[config.mk]
export PLATFORM = sky130hd
export DESIGN_NAME = instruction_fetch_flat
export DESIGN_NICKNAME = d
export VERILOG_FILES = /design/src/rtl/fetch_pkg.sv /design/src/rtl/instruction_fetch_if.sv /design/src/rtl/fetch_fifo.sv /design/src/rtl/instruction_fetch.sv /design/src/flat_wrapper.sv
export SDC_FILE = /design/constraint.sdc
export NUM_CORES = 1
export LEC_CHECK = 0
export CAP_MARGIN = 15
export CORE_MARGIN = 3
export CORE_UTILIZATION = 40
export CTS_CLUSTER_DIAMETER = 150
export DETAILED_ROUTE_END_ITERATION = 8
export DONT_BUFFER_PORTS = 1
export PLACE_DENSITY = 0.51
export SYNTH_ARGS = -nofsm -noshare
export SYNTH_HDL_FRONTEND = slang
export SYNTH_SLANG_ARGS = --single-unit
export TNS_END_PERCENT = 50
[constraint.sdc]
create_clock -name clk -period 8.6 [get_ports clk]
set_clock_uncertainty 0.1 [all_clocks]
set_input_delay 2.15 -clock clk [delete_from_list [all_inputs] [get_ports clk]]
set_output_delay 2.15 -clock clk [all_outputs]
set_load 0.02 [all_outputs]
[src/rtl/fetch_pkg.sv]
// fetch_pkg: shared types and constants for the instruction fetch slice.
//   INST_W           instruction word width
//   DEFAULT_RESET_PC byte address fetched first after reset (default)
//   fetch_entry_t    one buffered instruction with the byte address it came from
//   fetch_state_t    fetch control states
package fetch_pkg;

    localparam int          INST_W           = 32;
    localparam logic [31:0] DEFAULT_RESET_PC = 32'h0000_0000;

    typedef struct packed {
        logic [31:0]       pc;
        logic [INST_W-1:0] inst;
    } fetch_entry_t;

    typedef enum logic [1:0] {
        RESET_HOLD = 2'd0,
        RUN        = 2'd1,
        FLUSH      = 2'd2
    } fetch_state_t;

endpackage

[src/rtl/instruction_fetch_if.sv]
// instruction_fetch_if: bus bundle between the fetch unit, the instruction ROM
// and the core.
//   imem_req/imem_addr/imem_rdata      synchronous ROM read port (1-cycle latency)
//   redirect_valid/redirect_pc         branch redirect from the core
//   inst_valid/inst_ready/inst/inst_pc instruction handshake towards the core
//   fetch_count/flush_count            performance counters (zero when disabled)
// modport master: fetch unit side; modport slave: ROM + core side.
interface instruction_fetch_if #(
    parameter int ADDR_W = 10
);
    logic              imem_req;
    logic [ADDR_W-1:0] imem_addr;
    logic [31:0]       imem_rdata;
    logic              redirect_valid;
    logic [31:0]       redirect_pc;
    logic              inst_ready;
    logic              inst_valid;
    logic [31:0]       inst;
    logic [31:0]       inst_pc;
    logic [31:0]       fetch_count;
    logic [31:0]       flush_count;

    modport master (
        output imem_req, imem_addr, inst_valid, inst, inst_pc, fetch_count, flush_count,
        input  imem_rdata, redirect_valid, redirect_pc, inst_ready
    );

    modport slave (
        input  imem_req, imem_addr, inst_valid, inst, inst_pc, fetch_count, flush_count,
        output imem_rdata, redirect_valid, redirect_pc, inst_ready
    );
endinterface

[src/rtl/fetch_fifo.sv]
// fetch_fifo: small prefetch FIFO of fetch_entry_t with flush.
//   clk, rst      clock, asynchronous active-low reset
//   push, din     write din at the tail
//   pop           drop the head entry
//   flush         empty the FIFO; overrides push and pop in the same cycle
//   full, empty   occupancy flags
//   count         number of valid entries (0..DEPTH)
//   head          entry at the head (contents undefined when empty)
module fetch_fifo
    import fetch_pkg::*;
#(
    parameter int DEPTH = 2,
    localparam int PW   = (DEPTH > 1) ? $clog2(DEPTH) : 1,
    localparam int CW   = $clog2(DEPTH + 1)
) (
    input  logic          clk,
    input  logic          rst,
    input  logic          push,
    input  logic          pop,
    input  logic          flush,
    input  fetch_entry_t  din,
    output logic          full,
    output logic          empty,
    output logic [CW-1:0] count,
    output fetch_entry_t  head
);

    fetch_entry_t  mem_q [DEPTH];
    logic [PW-1:0] wr_ptr_q, wr_ptr_d;
    logic [PW-1:0] rd_ptr_q, rd_ptr_d;
    logic [CW-1:0] count_q, count_d;
    logic          do_push, do_pop;

    // Pointers wrap modulo DEPTH so non-power-of-two depths work.
    function automatic logic [PW-1:0] ptr_next(input logic [PW-1:0] p);
        return (p == PW'(DEPTH - 1)) ? '0 : p + 1'b1;
    endfunction

    assign full    = (count_q == CW'(DEPTH));
    assign empty   = (count_q == '0);
    assign count   = count_q;
    assign head    = mem_q[rd_ptr_q];
    assign do_push = push && !full && !flush;
    assign do_pop  = pop && !empty && !flush;

    always_comb begin
        wr_ptr_d = wr_ptr_q;
        rd_ptr_d = rd_ptr_q;
        count_d  = count_q;
        if (flush) begin
            wr_ptr_d = '0;
            rd_ptr_d = '0;
            count_d  = '0;
        end else begin
            if (do_push) wr_ptr_d = ptr_next(wr_ptr_q);
            if (do_pop)  rd_ptr_d = ptr_next(rd_ptr_q);
            case ({do_push, do_pop})
                2'b10:   count_d = count_q + 1'b1;
                2'b01:   count_d = count_q - 1'b1;
                default: count_d = count_q;
            endcase
        end
    end

    always_ff @(posedge clk or negedge rst) begin
        if (!rst) begin
            wr_ptr_q <= '0;
            rd_ptr_q <= '0;
            count_q  <= '0;
        end else begin
            wr_ptr_q <= wr_ptr_d;
            rd_ptr_q <= rd_ptr_d;
            count_q  <= count_d;
        end
    end

    // Storage carries no reset; entries are only visible through count_q.
    always_ff @(posedge clk) begin
        if (do_push) mem_q[wr_ptr_q] <= din;
    end

endmodule

[src/rtl/instruction_fetch.sv]
// instruction_fetch: PC owner and ROM requester for the single-cycle core.
// Issues word reads to a synchronous ROM, buffers responses in fetch_fifo and
// presents them with a valid/ready handshake. Redirects flush all buffered and
// in-flight fetches.
//   clk   clock
//   rst   asynchronous active-low reset
//   bus   instruction_fetch_if.master (ROM port, redirect, instruction handshake,
//         performance counters)
// Optional build macro FETCH_PERF_EN: enables fetch_count / flush_count;
// without it both read 0 and no counter flops exist.
//
// state      | meaning
// RESET_HOLD | first cycle after reset release, no request
// RUN        | issue requests while FIFO + in-flight has room
// FLUSH      | one idle cycle after a redirect, no request
module instruction_fetch
    import fetch_pkg::*;
#(
    parameter int          ADDR_W   = 10,
    parameter int          DEPTH    = 2,
    parameter logic [31:0] RESET_PC = DEFAULT_RESET_PC
) (
    input  logic                clk,
    input  logic                rst,
    instruction_fetch_if.master bus
);

    localparam int          CW      = $clog2(DEPTH + 1);
    localparam logic [1:0]  S_HOLD  = 2'(RESET_HOLD);
    localparam logic [1:0]  S_RUN   = 2'(RUN);
    localparam logic [1:0]  S_FLUSH = 2'(FLUSH);

    logic [1:0]    state_q, state_d;
    logic [31:0]   fetch_pc_q, fetch_pc_d;
    logic          epoch_q, epoch_d;
    logic          inflight_q, inflight_d;
    logic [31:0]   tag_pc_q, tag_pc_d;
    logic          tag_epoch_q, tag_epoch_d;

    logic          fifo_full, fifo_empty;
    logic [CW-1:0] fifo_count;
    fetch_entry_t  fifo_head, fifo_din;
    logic          push, pop, issue;
    logic [CW:0]   occ_after_pop;

    assign pop = !fifo_empty && bus.inst_ready;

    // A pop in this cycle frees a slot for the request issued this cycle.
    assign occ_after_pop = {1'b0, fifo_count}
                         + {{CW{1'b0}}, inflight_q}
                         - {{CW{1'b0}}, pop};

    assign issue = (state_q == S_RUN) && !bus.redirect_valid
                && (occ_after_pop < (CW + 1)'(DEPTH));

    // A redirect at the same edge as the response kills it as well.
    assign push = inflight_q && (tag_epoch_q == epoch_q) && !bus.redirect_valid;

    assign fifo_din = '{pc: tag_pc_q, inst: bus.imem_rdata};

    fetch_fifo #(.DEPTH(DEPTH)) u_fifo (
        .clk   (clk),
        .rst   (rst),
        .push  (push),
        .pop   (pop),
        .flush (bus.redirect_valid),
        .din   (fifo_din),
        .full  (fifo_full),
        .empty (fifo_empty),
        .count (fifo_count),
        .head  (fifo_head)
    );

    always_comb begin
        state_d     = state_q;
        fetch_pc_d  = fetch_pc_q;
        epoch_d     = epoch_q;
        tag_pc_d    = tag_pc_q;
        tag_epoch_d = tag_epoch_q;
        inflight_d  = issue;

        if (bus.redirect_valid) begin
            state_d    = S_FLUSH;
            fetch_pc_d = bus.redirect_pc & 32'hFFFF_FFFC;
            epoch_d    = ~epoch_q;
        end else begin
            case (state_q)
                S_HOLD:  state_d = S_RUN;
                S_FLUSH: state_d = S_RUN;
                S_RUN:   state_d = S_RUN;
                default: state_d = S_HOLD;
            endcase
        end

        if (issue) begin
            fetch_pc_d  = fetch_pc_q + 32'd4;
            tag_pc_d    = fetch_pc_q;
            tag_epoch_d = epoch_q;
        end
    end

    always_ff @(posedge clk or negedge rst) begin
        if (!rst) begin
            state_q     <= S_HOLD;
            fetch_pc_q  <= RESET_PC;
            epoch_q     <= 1'b0;
            inflight_q  <= 1'b0;
            tag_pc_q    <= '0;
            tag_epoch_q <= 1'b0;
        end else begin
            state_q     <= state_d;
            fetch_pc_q  <= fetch_pc_d;
            epoch_q     <= epoch_d;
            inflight_q  <= inflight_d;
            tag_pc_q    <= tag_pc_d;
            tag_epoch_q <= tag_epoch_d;
        end
    end

    assign bus.imem_req   = issue;
    assign bus.imem_addr  = fetch_pc_q[ADDR_W+1:2];
    assign bus.inst_valid = !fifo_empty;
    assign bus.inst       = fifo_empty ? '0 : fifo_head.inst;
    assign bus.inst_pc    = fifo_empty ? '0 : fifo_head.pc;

`ifdef FETCH_PERF_EN
    logic [31:0] fetch_cnt_q, flush_cnt_q;

    always_ff @(posedge clk or negedge rst) begin
        if (!rst) begin
            fetch_cnt_q <= '0;
            flush_cnt_q <= '0;
        end else begin
            if (pop)                fetch_cnt_q <= fetch_cnt_q + 32'd1;
            if (bus.redirect_valid) flush_cnt_q <= flush_cnt_q + 32'd1;
        end
    end

    assign bus.fetch_count = fetch_cnt_q;
    assign bus.flush_count = flush_cnt_q;
`else
    assign bus.fetch_count = '0;
    assign bus.flush_count = '0;
`endif

endmodule

[src/flat_wrapper.sv]
// flat-port wrapper written by rule: the top's interface ports become plain ports
module instruction_fetch_flat import fetch_pkg::*;
#(
    parameter int          ADDR_W   = 10,
    parameter int          DEPTH    = 2,
    parameter logic [31:0] RESET_PC = DEFAULT_RESET_PC
)
  (clk, rst, bus_imem_req, bus_imem_addr, bus_inst_valid, bus_inst, bus_inst_pc, bus_fetch_count, bus_flush_count, bus_imem_rdata, bus_redirect_valid, bus_redirect_pc, bus_inst_ready);
  instruction_fetch_if #(.ADDR_W(ADDR_W)) bus_i ();
  input  logic clk;
  input  logic rst;
  output wire logic [$bits(bus_i.imem_req)-1:0] bus_imem_req;
  output wire logic [$bits(bus_i.imem_addr)-1:0] bus_imem_addr;
  output wire logic [$bits(bus_i.inst_valid)-1:0] bus_inst_valid;
  output wire logic [$bits(bus_i.inst)-1:0] bus_inst;
  output wire logic [$bits(bus_i.inst_pc)-1:0] bus_inst_pc;
  output wire logic [$bits(bus_i.fetch_count)-1:0] bus_fetch_count;
  output wire logic [$bits(bus_i.flush_count)-1:0] bus_flush_count;
  input wire logic [$bits(bus_i.imem_rdata)-1:0] bus_imem_rdata;
  input wire logic [$bits(bus_i.redirect_valid)-1:0] bus_redirect_valid;
  input wire logic [$bits(bus_i.redirect_pc)-1:0] bus_redirect_pc;
  input wire logic [$bits(bus_i.inst_ready)-1:0] bus_inst_ready;
  assign bus_imem_req = bus_i.imem_req;
  assign bus_imem_addr = bus_i.imem_addr;
  assign bus_inst_valid = bus_i.inst_valid;
  assign bus_inst = bus_i.inst;
  assign bus_inst_pc = bus_i.inst_pc;
  assign bus_fetch_count = bus_i.fetch_count;
  assign bus_flush_count = bus_i.flush_count;
  assign bus_i.imem_rdata = bus_imem_rdata;
  assign bus_i.redirect_valid = bus_redirect_valid;
  assign bus_i.redirect_pc = bus_redirect_pc;
  assign bus_i.inst_ready = bus_inst_ready;
  instruction_fetch #(.ADDR_W(ADDR_W), .DEPTH(DEPTH), .RESET_PC(RESET_PC)) u_core (.clk(clk), .rst(rst), .bus(bus_i));
endmodule
==> deck_impl_summary.md, run 1 <==
Run Summary

Clocking
  • Depth of the CTS H-tree: 4
  • Resized Gates After CTS: 0
  • Largest buffer count on any clock path: 2
  • Post-CTS setup buffer count: 0
  • Cell chosen for the clock root: clkbuf_16
  • Clock edge transition at the registers on the reported setup and hold paths: 0.07 ns
  • CTS Sinks: 193
  • Total clock buffers created by CTS: 17

Synthesis
  • Most repeated cell in the gate-level netlist after synthesis: edfxtp_1
  • Cell count after synthesis: 736
  • Yosys Warn Count: 0
  • Multiplexer fraction of the synthesized cell area: 0.0709
  • Sequential cell area fraction in the yosys report: 0.623
  • Most used flip-flop cell: edfxtp_1
  • Yosys xor share: 0.00701
  • Area fraction of the dominant cell type after synthesis: 0.426
  • Adder-cell share of the synthesized area: 0.00515
  • Cell type contributing the most total cell area after synthesis: edfxtp_1
  • Most used standard cells in the synthesized netlist: edfxtp_1 (124), nand2_1 (103), nor2_1 (85), buf_4 (76), dfrtp_1 (69)
  • Netlist Area Pre-Place: 8750 um2
  • YS chip area: 8750 um2

Setup path
  • WP buf/inv: 2
  • Worst r2r dst: u_core.fetch_pc_q[19]
  • Worst setup path class: in2out
  • Endpoint of the most critical setup path: bus_imem_req
  • Worst EP arrival: 3.86 ns
  • Delay of the slowest cell on the worst path: 0.50 ns
  • CP max stage cell: fa_1
  • Crit start category: input pin
  • FF-to-FF setup slack: 4.70 ns
  • Startpoint of the worst register-to-register path: u_core.u_fifo.count[1]
  • Total stage count of the critical path: 8
  • Crit path from: bus_inst_ready
  • CP max FO: 4
  • Setup crit end kind: output pin
  • Kind of cell with the highest combined delay on the critical path: adder cells
  • Crit-path most repeated cell: inv_1
  • Depth of the worst register-to-register path: 9

Placement
  • Placement-stage cell area: 8670 um2
  • Sum of net half-perimeters after detailed placement: 11,700 um
  • GPL Wtd Cong: 0.808
  • Post-placement cell count: 967

Power and ir drop
  • Clock network power consumption: 733 uW
  • Part of the total power dissipated in sequential elements: 0.553
  • Switching power of the nets: 579 uW
  • Clock power share: 0.348
  • Internal power: 1530 uW
  • Top Consumer: sequential cells
  • Comb group: 209 uW
  • Switching portion of total power: 0.275

Timing
  • Setup repair after global routing missed its margin: no
  • Slew Limit Fails: 0
  • Final worst path period need: 6.11 ns
  • Final setup violation count: 0
  • Max-slew headroom at the worst pin: 0.235
  • Share of the clock period used by the worst path: 0.711
  • Slew at the pin closest to its max-slew limit: 1.15 ns

Global routing
  • GR Util met2: 0.236
  • Global-route wire length before repair: 28,700 um
  • Met1 track utilization from global routing: 0.213
  • Antenna violations before repair: 0
  • Maximum number of pins on one net before global-route repair: 70
  • Global-route layer with the greatest usage: met2

Finish
  • Number of filler cells placed in the layout: 1,991
  • Commonest cells after routing, fill and taps aside: edfxtp_1 (124), nand2_1 (103), nor2_1 (82)
  • Proportion of layout cells with a drive suffix above 1: 0.0663
  • Synthesis-to-layout area growth: 5.36%
  • Number of standard cells in the layout, taps in and fillers out: 999
  • Layout net count: 782

Drt
  • Number of violations reported at the end of detailed-routing iteration 0: 383
  • Mean number of vias per cell: 5.15
  • Top layer reached by signal wires: met4

Floorplan
  • Placeable Area: 21,300 um2
  • Boundary pin count: 208
  • Floorplan Utilization: 0.411
  • X dimension of the die: 154 um

Hold path
  • Launch instance of the worst min-delay path: u_core.state_q[1]
  • Worst Hold Path EP: u_core.state_q[0]
  • Class of the tightest hold or removal check: reg2reg

Status
  • Status: complete, no violations
[run 1: area by class of cell]
| type | count | share of cell area |
|---|---|---|
| clock inverters | 15 | 0.0134 |
| repair buffers | 6 | 0.00489 |
| flip-flops and latches | 193 | 0.592 |
| clock buffers | 17 | 0.0461 |
| inverters | 12 | 0.00489 |
| multi-input cells | 481 | 0.302 |
| well taps | 275 | 0.0373 |
[run 1: registers in the layout, indices dropped and copies added (netlist names)]
signal / cells
u_core.fetch_pc_q: 30
u_core.tag_epoch_q: 1
u_core.state_q: 2
u_core.u_fifo.rd_ptr_q: 1
u_core.tag_pc_q: 30
u_core.epoch_q: 1
u_core.u_fifo.count: 2
u_core.u_fifo.mem_q: 124
u_core.inflight_q: 1
u_core.u_fifo.wr_ptr_q: 1
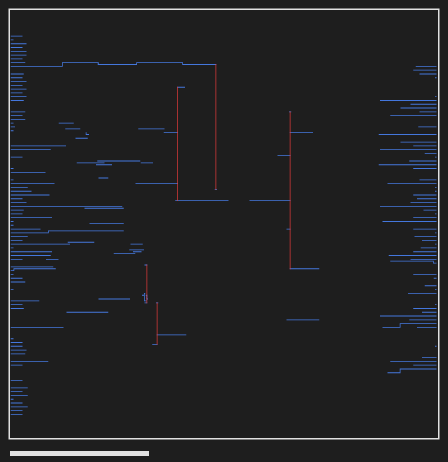
run_1/layers.png
Bar = 50 um. Two of the layers only.
- M3: blue (wire length 1,360 um)
- M4: red (wire length 171 um)
Routed WL: 18,000 um
total number of vias: 5,142
wire length per cell: 18.0 um
Total GRT Usage: 0.153

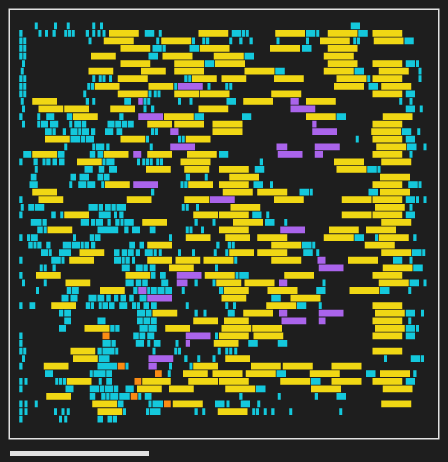
run_1/class_map.png
Bar = 50 um.
- remaining buffers and delay cells: orange (cells 6; share of their area 0.51%)
- sequential cells: yellow (cells 193; share of their area 61%)
- remaining logic cells: cyan (cells 493; share of their area 32%)
- clock drivers and dummy loads: purple (cells 32; share of their area 6.2%)
Final Cell Area: 9220 um2
fraction of area in registers: 0.592
Row Count: 53

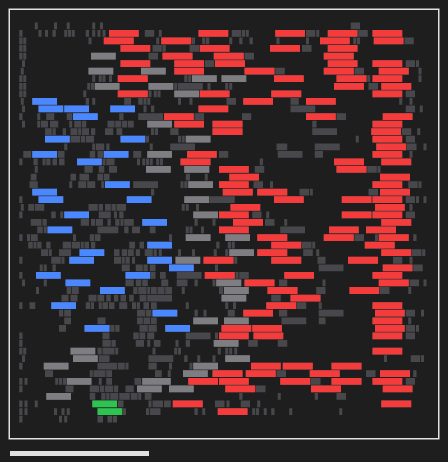
run_1/ff_map.png
Bar = 50 um. Other sequential cells in the stronger gray, the rest of the logic in the fainter gray.
- u_core.fetch_pc_q: blue (placed flops 30)
- u_core.u_fifo.mem_q: red (placed flops 124)
- u_core.u_fifo.count: green (placed flops 2)
Register Area: 5450 um2
Util after Layout: 0.433
sequential power: 1160 uW

run_1/congestion_map.png
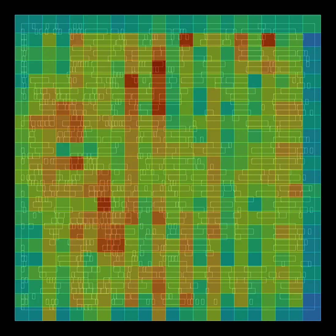

==> run 2, diff against run 1 <==
clock period = 5.89 ns   (was 8.6 ns; I/O delays follow)
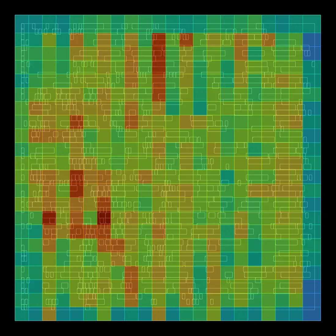
run_2/congestion_map.png
Util after Layout: 0.435
met1 track utilization from global routing: 0.211
global-route layer with the greatest usage: met2

==> run 2 against run 1 <==
Compared with the run above: non-clock buffer count up 3; utilization up 0.21 points; final area up 0.49%; via count up 2.2%; power up 48%; worst setup slack worse by 1.4 ns; combinational power up 49%; wire length up 3.1%; largest power group unchanged; highest routed layer unchanged.
==> deck_impl_summary.md, run 2 <==
Run Summary

Setup path
  • WP buf/inv: 2
  • Total stage count of the critical path: 8
  • Depth of the worst register-to-register path: 10
  • Crit-path most repeated cell: inv_1
  • Worst r2r dst: u_core.fetch_pc_q[12]
  • Startpoint of the worst register-to-register path: u_core.u_fifo.count[1]
  • CP max FO: 4
  • Setup crit end kind: output pin
  • Worst setup path class: in2out
  • Crit start category: input pin
  • Endpoint of the most critical setup path: bus_imem_req
  • FF-to-FF setup slack: 2.31 ns
  • Delay of the slowest cell on the worst path: 0.42 ns
  • Worst EP arrival: 3.19 ns
  • Kind of cell with the highest combined delay on the critical path: adder cells
  • CP max stage cell: fa_1

Clocking
  • Clock edge transition at the registers on the reported setup and hold paths: 0.07 ns
  • Largest buffer count on any clock path: 2
  • Depth of the CTS H-tree: 4
  • Resized Gates After CTS: 0
  • Post-CTS setup buffer count: 0
  • CTS Sinks: 193

Synthesis
  • Most used flip-flop cell: edfxtp_1
  • Sequential cell area fraction in the yosys report: 0.623
  • Most used standard cells in the synthesized netlist: edfxtp_1 (124), nand2_1 (103), nor2_1 (85), buf_4 (76), dfrtp_1 (69)
  • Most repeated cell in the gate-level netlist after synthesis: edfxtp_1
  • Cell type contributing the most total cell area after synthesis: edfxtp_1
  • Yosys Warn Count: 0
  • Area fraction of the dominant cell type after synthesis: 0.426
  • Cell count after synthesis: 736
  • YS chip area: 8750 um2

Finish
  • Largest registers: u_core.u_fifo.mem_q: 124 flops, u_core.fetch_pc_q: 30 flops, u_core.tag_pc_q: 30 flops
  • Biggest cell category by area in the final layout: flip-flops and latches
  • Flip-flop count of the largest register after layout: 124
  • Final Cell Area: 9270 um2
  • Proportion of cell area occupied by multi-input gates: 0.300
  • Number of clock-tree buffers in the layout: 18
  • Largest register by flop count: u_core.u_fifo.mem_q
  • Number of multi-input combinational cells in the layout: 481
  • Synthesis-to-layout area growth: 5.88%
  • Register Area: 5450 um2
  • Non-clock buffering overhead in the final layout: 0.00729
  • Number of standard cells in the layout, taps in and fillers out: 1,002
  • Signal inverters: 12
  • Number of flip-flops and latches: 193
  • Layout net count: 785
  • Clock buf/inv share: 0.0617
  • Buffer count excluding the clock tree in the final layout: 9
  • Number of filler cells placed in the layout: 1,987
  • Commonest cells after routing, fill and taps aside: edfxtp_1 (124), nand2_1 (103), nor2_1 (82)
  • Fraction of area in registers: 0.589

Hold path
  • Worst Hold Path EP: u_core.state_q[0]
  • Launch instance of the worst min-delay path: u_core.state_q[1]
  • Class of the tightest hold or removal check: reg2reg

Timing
  • Share of the clock period used by the worst path: 0.809
  • Max-slew headroom at the worst pin: 0.359
  • Peak Freq: 0.210 GHz
  • Final worst path period need: 4.77 ns
  • Slew at the pin closest to its max-slew limit: 0.959 ns
  • Final setup violation count: 0

Drt
  • Mean number of vias per cell: 5.24
  • Wire length per cell: 18.6 um
  • Total number of vias: 5,254
  • Number of violations reported at the end of detailed-routing iteration 0: 335
  • Routed WL: 18,600 um

Placement
  • GPL Wtd Cong: 0.818
  • Sum of net half-perimeters after detailed placement: 12,200 um
  • Post-placement cell count: 970
  • Placement-stage cell area: 8690 um2

Floorplan
  • Row Count: 53
  • Floorplan Utilization: 0.411
  • Boundary pin count: 208
  • Placeable Area: 21,300 um2
  • X dimension of the die: 154 um
  • Tap cells: 275

Power and ir drop
  • Clock power share: 0.355
  • Switching portion of total power: 0.268
  • Clock network power consumption: 1100 uW
  • Comb group: 312 uW
  • Sequential power: 1700 uW
  • Part of the total power dissipated in sequential elements: 0.545
  • Internal power: 2280 uW

Global routing
  • Global-route wire length before repair: 29,000 um
  • Total GRT Usage: 0.155
  • Antenna violations before repair: 0
  • Maximum number of pins on one net before global-route repair: 70

Status
  • Status: complete, no violations
[run 2: kinds of logic (layout without fill, tap and decap cells)]
logic type | Yosys count | after routing | synth area share
DFF | 193 | 193 | 0.623
and+or+nand+nor | 274 | 274 | 0.146
buffers and inverters | 127 | 53 | 0.0896
muxes | 62 | 62 | 0.0709
adders and majority gates | 3 | 3 | 0.00515
other | 1 | 66 | 0.000429
AOI/OAI and AO/OA | 69 | 69 | 0.0576
xor gates and xnor gates | 7 | 7 | 0.00701
[run 2: metal layers]
| layer | GRT usage | wire length [um] |
|---|---|---|
| met5 | 0 | 0 |
| met4 | 0.0391 | 157 |
| met2 | 0.240 | 8460 |
| met3 | 0.0554 | 1680 |
| met1 | 0.211 | 8300 |
Power and IR drop assume default switching activity.
